<file path="src/rtl/audio_playback_ctrl.sv">
// Playback sequencer for the 8-bit audio sample memory: play/stop/pause, clip window,
// looping and Q2.2 variable speed, feeding the PWM comparator one sample per tick.
module audio_playback_ctrl #(
  parameter int         ADDR_W  = 18,
  parameter int         RD_LAT  = 1,
  parameter logic [7:0] SILENCE = 8'h80
) (
  input  logic              clk,
  input  logic              rst_n,
  input  logic              sample_tick,
  input  logic              cmd_play,
  input  logic              cmd_stop,
  input  logic              cmd_pause,
  input  logic              loop_en,
  input  logic [3:0]        speed,
  input  logic [ADDR_W-1:0] start_addr,
  input  logic [ADDR_W-1:0] end_addr,
  output logic [ADDR_W-1:0] mem_addr,
  output logic              mem_rd,
  input  logic [7:0]        mem_data,
  output logic [7:0]        sample_out,
  output logic              sample_valid,
  output logic              busy,
  output logic              done
);

  typedef enum logic [2:0] {
    IDLE,
    FETCH,
    WAIT_DATA,
    PLAY_WAIT,
    PAUSED
  } state_t;

  localparam int PH_W  = ADDR_W + 2;
  localparam int LAT_W = $clog2(RD_LAT + 1);

  state_t            state, state_d;
  logic [PH_W-1:0]   phase, phase_d;
  logic [ADDR_W-1:0] start_r, start_d;
  logic [ADDR_W-1:0] end_r, end_d;
  logic [ADDR_W-1:0] mem_addr_d;
  logic              mem_rd_d;
  logic [7:0]        sample_out_d;
  logic              sample_valid_d;
  logic              done_d;
  logic              tick_pend, tick_pend_d;
  logic              pause_pend, pause_pend_d;
  logic [LAT_W-1:0]  lat_cnt, lat_cnt_d;

  // One extra bit on the sum so stepping past the top of memory still compares as "past end".
  logic [PH_W:0]     phase_sum;
  logic [ADDR_W:0]   sum_int;
  logic              sum_past_end;
  logic              play_ok;
  logic              pause_cmd;
  logic              tick_now;

  assign phase_sum    = {1'b0, phase} + {{(PH_W - 3){1'b0}}, speed};
  assign sum_int      = phase_sum[PH_W:2];
  assign sum_past_end = sum_int > {1'b0, end_r};
  assign play_ok      = cmd_play && (start_addr <= end_addr);
  assign pause_cmd    = cmd_pause && (state != IDLE);
  assign tick_now     = sample_tick || tick_pend;

  always_comb begin
    // NOTE: every variable gets a default before any branch so no path can infer a latch.
    state_d        = state;
    phase_d        = phase;
    start_d        = start_r;
    end_d          = end_r;
    mem_addr_d     = mem_addr;
    mem_rd_d       = 1'b0;
    sample_out_d   = sample_out;
    sample_valid_d = 1'b0;
    done_d         = 1'b0;
    tick_pend_d    = tick_pend;
    pause_pend_d   = pause_pend;
    lat_cnt_d      = lat_cnt;

    if (cmd_stop) begin
      state_d      = IDLE;
      sample_out_d = SILENCE;
      tick_pend_d  = 1'b0;
      pause_pend_d = 1'b0;
    end else if (pause_cmd && (state == PLAY_WAIT)) begin
      state_d      = PAUSED;
      sample_out_d = SILENCE;
      tick_pend_d  = 1'b0;
    end else if (pause_cmd && (state == PAUSED)) begin
      state_d = FETCH;
    end else if (play_ok && !pause_cmd) begin
      // Restart; leaving WAIT_DATA drops any read still in flight.
      start_d      = start_addr;
      end_d        = end_addr;
      phase_d      = {start_addr, 2'b00};
      state_d      = FETCH;
      tick_pend_d  = 1'b0;
      pause_pend_d = 1'b0;
    end else begin
      // Only FETCH and WAIT_DATA can still carry a pause here; it waits for the sample.
      if (pause_cmd) pause_pend_d = 1'b1;

      unique case (state)
        FETCH: begin
          mem_addr_d = phase[PH_W-1:2];
          mem_rd_d   = 1'b1;
          lat_cnt_d  = '0;
          state_d    = WAIT_DATA;
          if (sample_tick) tick_pend_d = 1'b1;
        end
        WAIT_DATA: begin
          if (sample_tick) tick_pend_d = 1'b1;
          if (lat_cnt == LAT_W'(RD_LAT)) begin
            sample_out_d   = mem_data;
            sample_valid_d = 1'b1;
            if (pause_pend_d) begin
              state_d      = PAUSED;
              pause_pend_d = 1'b0;
              tick_pend_d  = 1'b0;
            end else begin
              state_d = PLAY_WAIT;
            end
          end else begin
            lat_cnt_d = lat_cnt + LAT_W'(1);
          end
        end
        PLAY_WAIT: begin
          if (tick_now) begin
            tick_pend_d = 1'b0;
            if (!sum_past_end) begin
              phase_d = phase_sum[PH_W-1:0];
              state_d = FETCH;
            end else if (loop_en) begin
              phase_d = {start_r, 2'b00};
              state_d = FETCH;
            end else begin
              done_d       = 1'b1;
              sample_out_d = SILENCE;
              state_d      = IDLE;
            end
          end
        end
        PAUSED: begin
          // A sample captured on the way into pause is shown for one cycle, then muted.
          sample_out_d = SILENCE;
        end
        default: begin
        end
      endcase
    end
  end

  always_ff @(posedge clk or negedge rst_n) begin
    if (!rst_n) begin
      state        <= IDLE;
      phase        <= '0;
      start_r      <= '0;
      end_r        <= '0;
      mem_addr     <= '0;
      mem_rd       <= 1'b0;
      sample_out   <= SILENCE;
      sample_valid <= 1'b0;
      done         <= 1'b0;
      busy         <= 1'b0;
      tick_pend    <= 1'b0;
      pause_pend   <= 1'b0;
      lat_cnt      <= '0;
    end else begin
      // NOTE: registers use non-blocking assignments so every flop updates from pre-edge values.
      state        <= state_d;
      phase        <= phase_d;
      start_r      <= start_d;
      end_r        <= end_d;
      mem_addr     <= mem_addr_d;
      mem_rd       <= mem_rd_d;
      sample_out   <= sample_out_d;
      sample_valid <= sample_valid_d;
      done         <= done_d;
      busy         <= (state_d != IDLE);
      tick_pend    <= tick_pend_d;
      pause_pend   <= pause_pend_d;
      lat_cnt      <= lat_cnt_d;
    end
  end

endmodule

</file>
<file path="config.mk">
export PLATFORM = sky130hd
export DESIGN_NAME = audio_playback_ctrl
export DESIGN_NICKNAME = d
export VERILOG_FILES = /design/src/rtl/audio_playback_ctrl.sv
export SDC_FILE = /design/constraint.sdc
export NUM_CORES = 1
export LEC_CHECK = 0
export CAP_MARGIN = 20
export CORE_UTILIZATION = 55
export CTS_CLUSTER_DIAMETER = 50
export CTS_CLUSTER_SIZE = 16
export DETAILED_ROUTE_END_ITERATION = 8
export GPL_TIMING_DRIVEN = 0
export PLACE_DENSITY = 0.81
export SYNTH_ARGS = -nofsm -noshare
export SYNTH_HDL_FRONTEND = slang
export SYNTH_SLANG_ARGS = --single-unit
</file>
<file path="constraint.sdc">
create_clock -name clk -period 6 [get_ports clk]
set_clock_uncertainty 0.2 [all_clocks]
set_input_delay 0.9 -clock clk [delete_from_list [all_inputs] [get_ports clk]]
set_output_delay 0.9 -clock clk [all_outputs]
set_load 0.005 [all_outputs]
</file>
==> Changelog: implementation <==
### Metrics

- Status: finished, final reports clean
- GPL Wtd Cong: 0.8814
- OpenROAD warning count: 26
- Yosys stat chip area: 0.005497 mm2
- Final net count: between 700 and 800
- WL final: 14320 um
- Post-synth cell types: 57
- Antenna Cells: 0
- Post-DRT Antenna Nets: 0
- Number of remaining DRC errors: 0
- Kind of critical path: in2reg
- Reg2Reg Setup Slack: 0.86 ns
- Global route total overflow: 0
- Final critical-path share of the clock period: 96.17%
- Die x size: between 100 and 150 um
- Clock transition at path regs: approximately 0.1 ns
- Worst setup EP type: flip-flop
- Synth Cell Area: between 0.005 and 0.006 mm2
- Design Power: 2657 uW
- Syn Nets: ~690
- CTS tree: built
- Commonest Layout Cell: nand2_1
- Cell taking the most area after synthesis: dfrtp_1
- Post-Layout Cell Count: 824
- Avg Cell Area, Syn: 9.300 um2
- F_max: 173.3 MHz
- Setup crit end: phase[9]
- Leakage Power: 0.003153 uW
- Inst Count DP: 808
- Pre-CTS setup slack: -0.4450 ns
- DR iter-0 viols: 344
- Worst-path fanout max: 10
- DR vias: between 4000 and 5000
- Total CTS buffers: 9
- Final TNS setup: 0 ns
- RSZ-0062 raised after global routing: false
- Worst ir drop on vdd: 0.1885 mV
- Port Buf Inserts: 83
- Syn. warnings: 0
- Seq share, synth: 41.91%
- Initial antenna violation count: 0
- Worst hold slack: approximately 0.23 ns
- RR Startpoint: phase[0]
- DP HPWL: 10950 um
## cells in the mapped netlist (all sizes together), types with 2 or more instances
cell type and instances:
nand2 99, dfrtp 91, inv 62, ha 40, o21ai 38, nor2 31, a21oi 29, mux2 28
clkbuf 17, xnor2 17, nand2b 13, a221o 12, nand3 9, nand4 9, mux2i 8, nor3 7
a211oi 6, and3 6, o221ai 6, buf 5, o211ai 5, a21o 4, nor2b 4, nor4 4
a22o 3, a31oi 3, and4 3, o21a 3, o22ai 3, o31ai 3, a21boi 2, a22oi 2
and2 2, or2 2
## registers in the layout, summed over array words and instances (netlist names), 3 cells and up
signal,cells
phase,20
end_r,18
mem_addr,18
start_r,18
sample_out,8
state,3
## worst max-delay path: stages
cell             delay [ns]
clkdlybuf4s50_1        0.46
ha_1                   0.17
inv_1                  0.06
fa_1                   0.40
nand2b_1               0.21
a21oi_2                0.30
nand3_1                0.23
nor3_1                 0.27
xnor2_1                0.25
ha_1                   0.33
a21o_1                 0.20
a211oi_1               0.23
o211ai_1               0.18
o21a_1                 0.27
nor2_2                 0.35
buf_2                  0.34
mux2_2                 0.36
a221o_1                0.32
## final cells by class
cell class                 count  area share [%]
clock inverter                 7           1.078
multi-input combinational    415           42.82
tap                          133           2.472
clock buffer                   9           1.840
sequential                    92           34.21
inverter                      62           3.457
timing repair buffer          84           12.71
buffer                        22           1.412
## how the worst min path moves through the flow
stage	from	end	slack [ns]	cells past startpoint
after detailed placement	start_r[3]	start_r[3]	0.26	2
final	rst_n	end_r[8]	0.23	1
after floorplan	start_r[10]	start_r[10]	0.24	2
after global placement	start_r[3]	start_r[3]	0.26	2
after CTS	rst_n	state[0]	0.24	1
after global routing	rst_n	end_r[8]	0.23	1
## report_power, final
part / internal, uW / switching [uW]
Sequential: 813 / 141
Combinational: 619 / 652
Clock: 194 / 238
## per-layer routing
metal / part of all wire, % / vias up / GRT usage (%)
met1: 47 / 2237 / 42.92
met5: 0 / - / 0
li1: - / 2245 / -
met4: 1.9 / 0 / 10.44
met2: 44 / 186 / 43.68
met3: 6.6 / 26 / 6.088
## logic make-up (layout without fill, tap and decap cells)
family | Yosys count | count (layout) | synth area share [%]
and+or+nand+nor | 193 | 193 | 16.37
buffers and inverters | 84 | 184 | 5.964
xor gates and xnor gates | 18 | 18 | 2.868
adders and majority gates | 41 | 41 | 9.470
AOI/OAI and AO/OA | 127 | 127 | 15.62
muxes | 36 | 36 | 7.808
DFF | 92 | 92 | 41.91
## metrics by stage
step	util, %	area (um2)
CTS	69.05	6718
finish	69.20	6733
global route	69.20	6733
floorplan	-	5497
detailed placement	67.00	6519
global placement	66.74	6494
## what timing repair did
item | CTS | global route
gates resized | 1 | 2
setup endpoints to repair | 4 | 12
gates cloned | 0 | 0
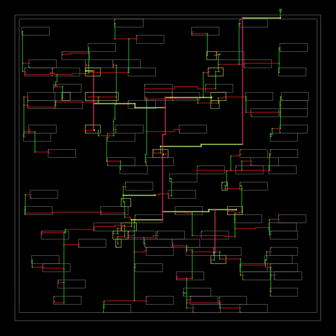
(the clock network)
Clock group: 432 uW
later-pin clock latency in the skew report: 0.37 ns

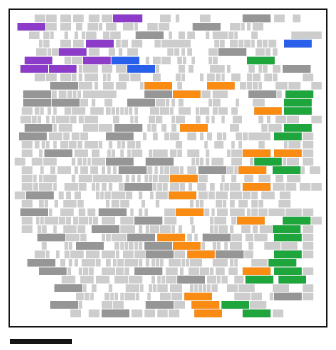
(sequential cells colored by netlist name)
Scale bar: 20 um.
- sample_out: purple (sequential cells 8; where north-west)
- phase: orange (sequential cells 20)
- state: blue (sequential cells 3)
- mem_addr: green (sequential cells 18)
- not colored: 43
Seq. pwr: 954 uW
register area: 0.002303 mm2
Final Util: 69.20%
flop share of the area: 34.21%

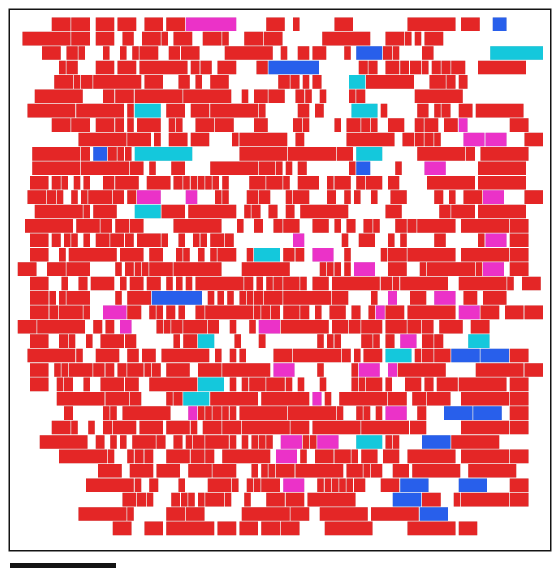
(cell sizes after repair)
Scale bar: 20 um.
- drive 6 and up: cyan (cells 14; most used clkbuf_8)
- drive 3 to 4: blue (cells 15; most used mux2_4)
- drive 1 or less: red (cells 631; most used nand2_1)
- drive 2: magenta (cells 31; most used mux2_2)
Area Overhead vs Synth: 22.49%
Final WS setup: 0.2301 ns
fin area: 0.006733 mm2
Buffers, non-clock: 106

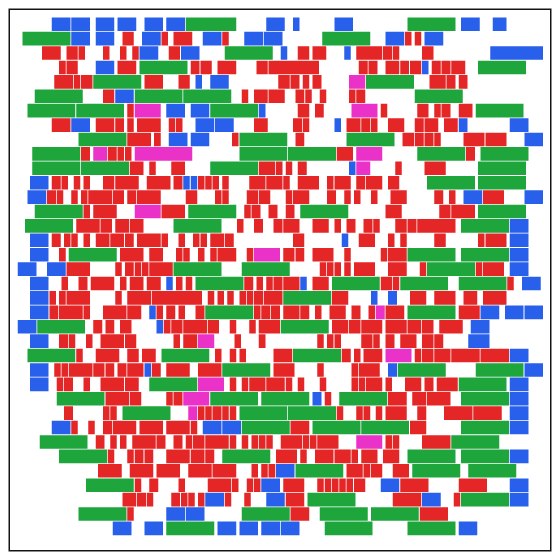
(cells colored by class)
- all other logic: red (cells 477)
- other buffers and delay cells: blue (cells 106)
- flops: green (cells 92)
- clock drivers and dummy loads: magenta (cells 16)
core area: 0.009729 mm2
row cnt: 36

Power is estimated from default activity; no workload was simulated.
